### config.mk
export PLATFORM = sky130hd
export DESIGN_NAME = vga_scan_gen_flat
export DESIGN_NICKNAME = d
export VERILOG_FILES = /design/src/rtl/vga_scan_gen_pkg.sv /design/src/rtl/vga_scan_gen_if.sv /design/src/rtl/vga_scan_gen_counter.sv /design/src/rtl/vga_scan_gen.sv /design/src/flat_wrapper.sv
export SDC_FILE = /design/constraint.sdc
export NUM_CORES = 1
export LEC_CHECK = 0
export CORE_AREA = 2 2 66 92
export DETAILED_ROUTE_END_ITERATION = 8
export DIE_AREA = 0 0 68 94
export PLACE_DENSITY = 0.53
export SYNTH_ARGS = -nofsm -noshare
export SYNTH_HDL_FRONTEND = slang
export SYNTH_SLANG_ARGS = --single-unit
### constraint.sdc
create_clock -name clock -period 3.4 [get_ports clock]
set_input_delay 0.85 -clock clock [delete_from_list [all_inputs] [get_ports clock]]
set_output_delay 0.85 -clock clock [all_outputs]
set_load 0.1 [all_outputs]
### src/rtl/vga_scan_gen_pkg.sv
// Shared VGA timing constants and the pixel-coordinate type used by the scan generator
// and by every downstream pixel-colour stage.
package vga_pkg;

   typedef logic [10:0] pix_coord_t;

   localparam int unsigned CoordMax  = 2047;

   // Default 640x480@60 Hz timing with a 25 MHz pixel rate from a 50 MHz clock.
   localparam int unsigned ClkDivDef = 2;
   localparam int unsigned HVisible  = 640;
   localparam int unsigned HFp       = 16;
   localparam int unsigned HSync     = 96;
   localparam int unsigned HBp       = 48;
   localparam int unsigned VVisible  = 480;
   localparam int unsigned VFp       = 10;
   localparam int unsigned VSync     = 2;
   localparam int unsigned VBp       = 33;

   localparam int unsigned HTotal    = HVisible + HFp + HSync + HBp;
   localparam int unsigned VTotal    = VVisible + VFp + VSync + VBp;

   function automatic logic coord_ge(pix_coord_t v, int unsigned lim);
      return 32'(v) >= lim;
   endfunction

   function automatic logic in_window(pix_coord_t v, int unsigned lo, int unsigned len);
      return (32'(v) >= lo) && (32'(v) < lo + len);
   endfunction

endpackage

### src/rtl/vga_scan_gen_if.sv
// Raster timing bundle driven by the scan generator and consumed by pixel-colour stages.
interface vga_scan_gen_if;
   import vga_pkg::*;

   pix_coord_t col;
   pix_coord_t row;
   logic       HS;
   logic       VS;
   logic       blank;
   logic       pix_en;
   logic       frame_start;

   modport master (output col, row, HS, VS, blank, pix_en, frame_start);
   modport slave  (input  col, row, HS, VS, blank, pix_en, frame_start);

endinterface

### src/rtl/vga_scan_gen_counter.sv
// Up-counter with enable and synchronous clear that wraps to zero after MAX.
// The next-state value is exported so callers can register look-ahead decodes.
module vga_scan_gen_counter
   import vga_pkg::*;
#(
   parameter int unsigned MAX = 1
) (
   input  logic       clock,
   input  logic       clear,
   input  logic       en,
   output pix_coord_t count,
   output pix_coord_t count_next,
   output logic       wrap
);

   pix_coord_t count_q;

   always_comb begin
      wrap       = en && (count_q == pix_coord_t'(MAX));
      count_next = count_q;
      if (wrap) begin
         count_next = '0;
      end else if (en) begin
         count_next = count_q + 11'd1;
      end
   end

   always_ff @(posedge clock) begin
      if (clear) begin
         count_q <= '0;
      end else begin
         count_q <= count_next;
      end
   end

   assign count = count_q;

endmodule

### src/rtl/vga_scan_gen.sv
// VGA raster timing: pixel-rate divider, column/row scan counters, sync, blank and
// pixel-enable. Sync and blank are decoded from the counters' next state so they stay aligned.
module vga_scan_gen
   import vga_pkg::*;
#(
   parameter int unsigned CLK_DIV   = ClkDivDef,
   parameter int unsigned H_VISIBLE = HVisible,
   parameter int unsigned H_FP      = HFp,
   parameter int unsigned H_SYNC    = HSync,
   parameter int unsigned H_BP      = HBp,
   parameter int unsigned V_VISIBLE = VVisible,
   parameter int unsigned V_FP      = VFp,
   parameter int unsigned V_SYNC    = VSync,
   parameter int unsigned V_BP      = VBp
) (
   input  logic           clock,
   input  logic           reset,
   vga_scan_gen_if.master scan
);

   localparam int unsigned H_TOTAL = H_VISIBLE + H_FP + H_SYNC + H_BP;
   localparam int unsigned V_TOTAL = V_VISIBLE + V_FP + V_SYNC + V_BP;

   if (H_TOTAL > CoordMax) begin : g_h_range
      $fatal(1, "H_TOTAL does not fit the 11-bit column counter");
   end
   if (V_TOTAL > CoordMax) begin : g_v_range
      $fatal(1, "V_TOTAL does not fit the 11-bit row counter");
   end
   if (CLK_DIV < 1) begin : g_div_range
      $fatal(1, "CLK_DIV must be at least 1");
   end

   pix_coord_t div_count, div_next;
   pix_coord_t col_count, col_next;
   pix_coord_t row_count, row_next;
   logic       div_wrap, col_wrap, row_wrap;
   logic       pix_en_q, hs_q, vs_q, blank_q;

   vga_scan_gen_counter #(
      .MAX (CLK_DIV - 1)
   ) u_div (
      .clock      (clock),
      .clear      (reset),
      .en         (1'b1),
      .count      (div_count),
      .count_next (div_next),
      .wrap       (div_wrap)
   );

   // Scan counters step on the edge that closes a pix_en cycle.
   vga_scan_gen_counter #(
      .MAX (H_TOTAL - 1)
   ) u_col (
      .clock      (clock),
      .clear      (reset),
      .en         (pix_en_q),
      .count      (col_count),
      .count_next (col_next),
      .wrap       (col_wrap)
   );

   vga_scan_gen_counter #(
      .MAX (V_TOTAL - 1)
   ) u_row (
      .clock      (clock),
      .clear      (reset),
      .en         (col_wrap),
      .count      (row_count),
      .count_next (row_next),
      .wrap       (row_wrap)
   );

   logic unused_sig;
   assign unused_sig = ^{div_count, div_next, row_wrap};

   always_ff @(posedge clock) begin
      if (reset) begin
         pix_en_q <= 1'b0;
         hs_q     <= 1'b1;
         vs_q     <= 1'b1;
         blank_q  <= 1'b0;
      end else begin
         pix_en_q <= div_wrap;
         hs_q     <= !in_window(col_next, H_VISIBLE + H_FP, H_SYNC);
         vs_q     <= !in_window(row_next, V_VISIBLE + V_FP, V_SYNC);
         blank_q  <= coord_ge(col_next, H_VISIBLE) || coord_ge(row_next, V_VISIBLE);
      end
   end

   assign scan.col         = col_count;
   assign scan.row         = row_count;
   assign scan.HS          = hs_q;
   assign scan.VS          = vs_q;
   assign scan.blank       = blank_q;
   assign scan.pix_en      = pix_en_q;
   assign scan.frame_start = pix_en_q && (col_count == '0) && (row_count == '0);

endmodule

### src/flat_wrapper.sv
// flat-port wrapper written by rule: the top's interface ports become plain ports
module vga_scan_gen_flat import vga_pkg::*;
#(
   parameter int unsigned CLK_DIV   = ClkDivDef,
   parameter int unsigned H_VISIBLE = HVisible,
   parameter int unsigned H_FP      = HFp,
   parameter int unsigned H_SYNC    = HSync,
   parameter int unsigned H_BP      = HBp,
   parameter int unsigned V_VISIBLE = VVisible,
   parameter int unsigned V_FP      = VFp,
   parameter int unsigned V_SYNC    = VSync,
   parameter int unsigned V_BP      = VBp
)
  (clock, reset, scan_col, scan_row, scan_HS, scan_VS, scan_blank, scan_pix_en, scan_frame_start);
  vga_scan_gen_if scan_i ();
  input  logic clock;
  input  logic reset;
  output wire logic [$bits(scan_i.col)-1:0] scan_col;
  output wire logic [$bits(scan_i.row)-1:0] scan_row;
  output wire logic [$bits(scan_i.HS)-1:0] scan_HS;
  output wire logic [$bits(scan_i.VS)-1:0] scan_VS;
  output wire logic [$bits(scan_i.blank)-1:0] scan_blank;
  output wire logic [$bits(scan_i.pix_en)-1:0] scan_pix_en;
  output wire logic [$bits(scan_i.frame_start)-1:0] scan_frame_start;
  assign scan_col = scan_i.col;
  assign scan_row = scan_i.row;
  assign scan_HS = scan_i.HS;
  assign scan_VS = scan_i.VS;
  assign scan_blank = scan_i.blank;
  assign scan_pix_en = scan_i.pix_en;
  assign scan_frame_start = scan_i.frame_start;
  vga_scan_gen #(.CLK_DIV(CLK_DIV), .H_VISIBLE(H_VISIBLE), .H_FP(H_FP), .H_SYNC(H_SYNC), .H_BP(H_BP), .V_VISIBLE(V_VISIBLE), .V_FP(V_FP), .V_SYNC(V_SYNC), .V_BP(V_BP)) u_core (.clock(clock), .reset(reset), .scan(scan_i));
endmodule
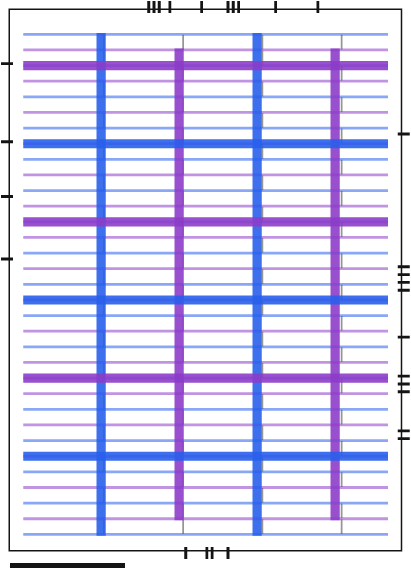
Fig. 1. Floorplan with the power grid (run 1).
Scale bar: 20 microns. Pins as bars on the die edge. Tap cells in grey.
[blue] VSS
[purple] VDD
rows: 32
met1 rails: 33
met4 straps: 4
met5 straps: 6
signal pins: 29
Core Box Area: 5530 sq um
die width: 68 microns

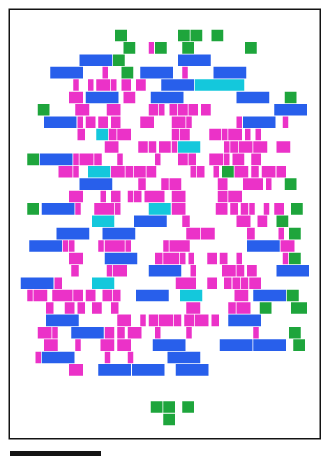
Fig. 2. Cell classes on the final placement (run 1).
Scale bar: 20 microns.
[magenta] all other logic | cells: 175
[blue] flip-flops | cells: 37
[cyan] clock drivers and dummy loads | cells: 8
[green] other buffers and delay cells | cells: 29
Finished Cell Area: 2250 sq um
utilization after layout: 40.7%
num rows: 32
sequential share of cell area: 32.9%

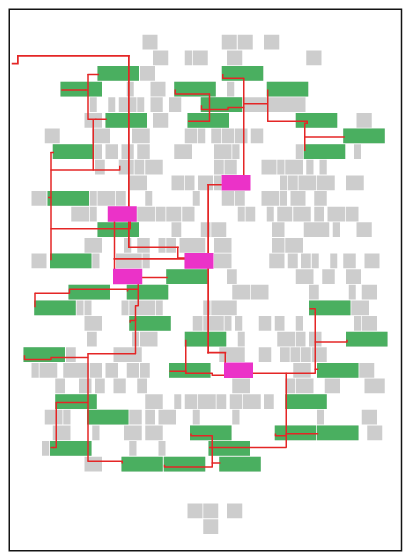
Fig. 3. Clock network drawn from the DEF (run 1).
[magenta] cells driving clock nets | count: 5
[red] clock wires | length: 491 microns
[green] flip-flops | count: 37
routed clock nets: 6
flops lie: widely spread
Fin Clk Skew: 0.00616 ns
clock group power: 0.000396 W
clock network fraction of total power: 42.9%

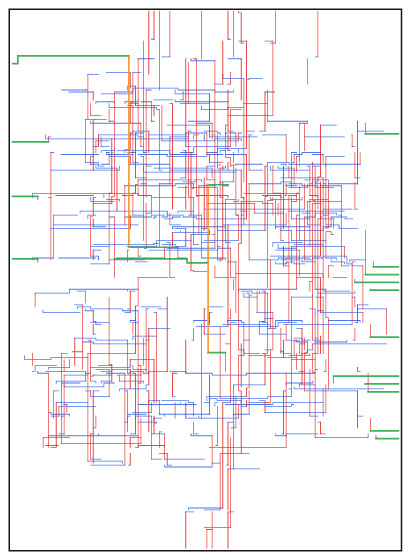
Fig. 4. Routed metal, one colour a layer (run 1).
[orange] met4 | wire length: 62.6 microns
[green] met3 | wire length: 133 microns
[red] met2 | wire length: 2,180 microns
[blue] met1 | wire length: 1,930 microns
Vias: 1,624
final wirelength: 4310 microns
total global-route track usage: 14.6%
DR WL/cell: 13.6 microns

==> impl_metrics.env, run 1 <==
# implementation run metrics
export IMPL_run_status="finished clean"
export IMPL_diodes=0
export IMPL_clkbuf_count=6
export IMPL_first_pass_iters=4
export IMPL_topCellsByArea="dfxtp_1, xor2_1, nor2_1"
export IMPL_grt_busiest_layer="met2"
export IMPL_drc=0
export IMPL_comb_cells=169
export IMPL_path_depth=5
export IMPL_critPathBufInv=1
export IMPL_vdd_ir_drop_max_mv=0.232
export IMPL_startpoint_type="flip-flop"
export IMPL_n_all_buffers=29
export IMPL_io_pins=29
export IMPL_cp_max_fo=6
export IMPL_fa_ha_area_share_pct=3.97
export IMPL_grt_ovfl_total=0
export IMPL_finalHoldViolCount=0
export IMPL_cts_tree="yes"
export IMPL_timing_rr_start="u_core.u_col.count[9]"
export IMPL_synthCells=225
export IMPL_logic_family="simple AND/OR/NAND/NOR gates"
export IMPL_simple_gate_area_share_pct=31.7
export IMPL_gr_usage_met1_pct=18.2
export IMPL_worstSkewPairLatency_ns=0.29
export IMPL_worstPathRequired_ns=2.55
export IMPL_seq_cell_count=37
export IMPL_synthTopCellsByCount="dfxtp_1, nor2_1, xor2_1"
export IMPL_rsz0062_at_grt="false"
export IMPL_final_common_cell="dfxtp_1"
export IMPL_finalCriticalPeriod_ns=2.53
export IMPL_numCtsBuffers=5
export IMPL_synth_top_cell_by_area="dfxtp_1"
export IMPL_cts_resized=0
export IMPL_rr_worst_depth=6
export IMPL_htreeDepth=2
export IMPL_hp_start="u_core.u_div.count[10]"
export IMPL_ys_sh_aoi_pct=6.03
export IMPL_relSlewSlack_pct=50.6
export IMPL_rr_endpoint="u_core.scan.blank"
export IMPL_synth_seq_share_pct=39.2
export IMPL_top_cell="dfxtp_1"
export IMPL_wl_met2_microns=2180
export IMPL_drive_gt1_share_pct=15.7
export IMPL_finalMaxSlewViolations=0
export IMPL_grt_use_met3_pct=2.52
export IMPL_holdBufCountCts=0
export IMPL_viasPerCell=5.12
export IMPL_warning_count=29
export IMPL_reg2reg_slack_ns=1.02
export IMPL_inverters=6
export IMPL_synthXorXnorAreaFrac_pct=13.9
export IMPL_power_density_nw_per_um2=410
export IMPL_stdcell_count=317
export IMPL_slowest_delay_ns=0.37
export IMPL_async_reset_ff_share_pct=0
export IMPL_drtAntennaViolNets=0
export IMPL_grt_pass1_wl_microns=7280
export IMPL_seqCellArea_sq_um=741
export IMPL_place_congestion=0.760
export IMPL_crit_chain="nor4_1 > and3_1 > nand3_1 > nor2_2 > buf_4"
export IMPL_final_cell_mix="dfxtp_1, nor2_1, buf_4, xor2_1, nand3_1"
export IMPL_yosysChipArea_sq_um=1890
export IMPL_ys_cells=225
export IMPL_grt_pass1_vias=1581
export IMPL_muxShareOfSynthArea_pct=0.530
export IMPL_drv_cap=0
run 1: metrics by stage:
step                hold WS (ns)  power [W]  setup WS [ns]  util, %  instance area [sq um]
floorplan                  0.465   0.000522          0.140        -                   1890
global placement           0.492   0.000539           1.00     38.6                   2130
detailed placement         0.517   0.000540          0.977     38.6                   2130
CTS                        0.535   0.000937          0.838     40.7                   2250
global route               0.574   0.000963          0.738     40.7                   2250
finish                     0.525   0.000924          0.870     40.7                   2250
run 1: where the power goes:
part / leakage, nW / switching, W / internal [W] / total (W)
Sequential: 0.299 / 0.0000140 / 0.000441 / 0.000455
Clock: 0.0574 / 0.000158 / 0.000238 / 0.000396
Combinational: 0.491 / 0.0000534 / 0.0000196 / 0.0000730
==> run 1 -> run 2 <==
clock period = 2.6 ns   (was 3.4 ns; I/O delays follow)
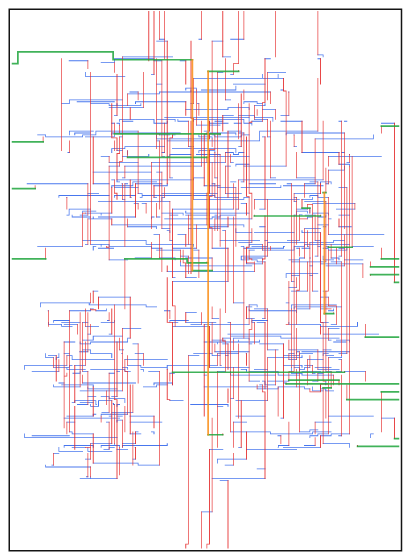
Fig. 5. Routed metal, one colour a layer (run 2).
[orange] met4 | wire length: 121 microns
[red] met2 | wire length: 2,210 microns
[blue] met1 | wire length: 1,950 microns
[green] met3 | wire length: 229 microns
total global-route track usage: 15.4%
Vias: 1,651
DR WL/cell: 14.1 microns
final wirelength: 4510 microns

==> impl_metrics.env, run 2 <==
# implementation run metrics
export IMPL_run_status="finished clean"
export IMPL_muxShareOfSynthArea_pct=0.530
export IMPL_rsz0062_at_grt="false"
export IMPL_finalMaxSlewViolations=0
export IMPL_vdd_ir_drop_max_mv=0.310
export IMPL_grt_use_met3_pct=2.64
export IMPL_grt_pass1_vias=1568
export IMPL_n_all_buffers=31
export IMPL_hp_start="u_core.u_col.count[8]"
export IMPL_diodes=0
export IMPL_grt_busiest_layer="met2"
export IMPL_drtAntennaViolNets=0
export IMPL_synth_top_cell_by_area="dfxtp_1"
export IMPL_die_x_microns=68
export IMPL_seq_cell_count=37
export IMPL_setup_slack_ns=0.296
export IMPL_ys_cells=225
export IMPL_fin_area_sq_um=2300
export IMPL_place_congestion=0.763
export IMPL_wl_met2_microns=2210
export IMPL_power_density_nw_per_um2=535
export IMPL_final_common_cell="nor2_1"
export IMPL_top_power_group="sequential cells"
export IMPL_fp_utilization_pct=34.2
export IMPL_comb_cells=169
export IMPL_p_total_w=0.00123
export IMPL_seqCellArea_sq_um=759
export IMPL_logic_family="simple AND/OR/NAND/NOR gates"
export IMPL_synth_seq_share_pct=39.2
export IMPL_comb_share_pct=46.4
export IMPL_cts_tree="yes"
export IMPL_worstPathRequired_ns=1.95
export IMPL_fa_ha_area_share_pct=3.97
export IMPL_synthCells=225
export IMPL_final_cell_mix="nor2_1, buf_4, dfxtp_1, xor2_1, nand3_1"
export IMPL_placementRows=32
export IMPL_cts_sinks=37
export IMPL_pre_cts_ws_ns=0.378
export IMPL_topCellsByArea="dfxtp_1, xor2_1, nor2_1"
export IMPL_viasPerCell=5.18
export IMPL_drive_gt1_share_pct=21.1
export IMPL_drc=0
export IMPL_grt_ovfl_total=0
export IMPL_switching_share_pct=25.0
export IMPL_io_pins=29
export IMPL_cp_end_kind="primary output"
export IMPL_clkbuf_count=7
export IMPL_drv_cap=0
export IMPL_combinationalPowerShare_pct=8.5
export IMPL_reg2reg_slack_ns=0.37
export IMPL_seqPwrFrac_pct=48.3
export IMPL_hold_ws_ns=0.515
export IMPL_combinationalPower_w=0.000105
export IMPL_stdcell_count=319
export IMPL_ys_sh_aoi_pct=6.03
export IMPL_htreeDepth=2
export IMPL_p_leak_nw=0.869
export IMPL_synthTopCellsByCount="dfxtp_1, nor2_1, xor2_1"
export IMPL_first_iter_violations=49
export IMPL_dpl_cell_area_sq_um=2180
export IMPL_fillCellCount=574
export IMPL_seq_share_pct=33.0
export IMPL_simple_gate_area_share_pct=31.7
export IMPL_gr_usage_met1_pct=18.3
export IMPL_inverters=6
export IMPL_synthXorXnorAreaFrac_pct=13.9
export IMPL_finalHoldViolCount=0
export IMPL_timing_rr_start="u_core.u_col.count[6]"
export IMPL_holdBufCountCts=0
export IMPL_switchingPower_w=0.000308
export IMPL_grt_pass1_wl_microns=7340
export IMPL_yosysChipArea_sq_um=1890
export IMPL_numCtsBuffers=5
export IMPL_warning_count=29
export IMPL_intPower_w=0.000921
export IMPL_utilization_pct=41.6
export IMPL_startpoint_type="flip-flop"
export IMPL_relSlewSlack_pct=74.5
export IMPL_finalCriticalPeriod_ns=2.30
export IMPL_seq_power_w=0.000593
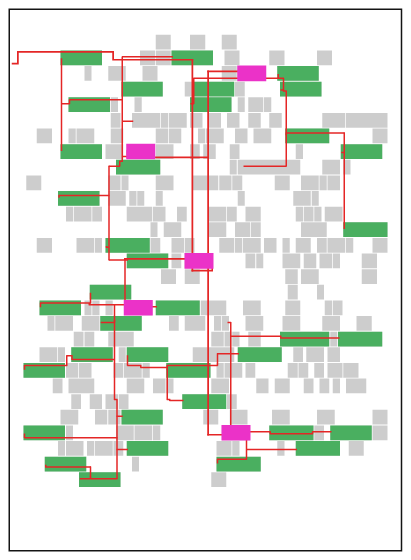
Fig. 6. Clock network drawn from the DEF (run 2).
[green] flip-flops | count: 37
[magenta] cells driving clock nets | count: 5
[red] clock wires | length: 580 microns
routed clock nets: 6
clock group power: 0.000531 W
clock network fraction of total power: 43.2%
clk_lat worst skew: 0.30 ns
Fin Clk Skew: 0.00812 ns

[run 2: cell counts after synthesis]
Identical to the previous run, type by type.
[run 2: how the worst max path moves through the flow]
| stage | from | endpoint | cells past startpoint |
|---|---|---|---|
| after global placement | u_core.u_col.count[6] | u_core.scan.blank | 6 |
| after CTS | u_core.u_row.count[7] | scan_frame_start | 5 |
| after global routing | u_core.u_row.count[7] | scan_frame_start | 5 |
| after floorplan | u_core.scan.pix_en | u_core.scan.blank | 7 |
| after detailed placement | u_core.u_col.count[6] | u_core.scan.blank | 6 |
| final | u_core.u_row.count[7] | scan_frame_start | 5 |
[run 2: critical path: stages, from the launching register on]
cell	delay, ns
dfxtp_1	0.37
nor4_1	0.29
and3_1	0.22
nand3_1	0.14
nor2_4	0.16
buf_12	0.18
Power figures rest on the tool's default switching activity, not on a simulated workload.
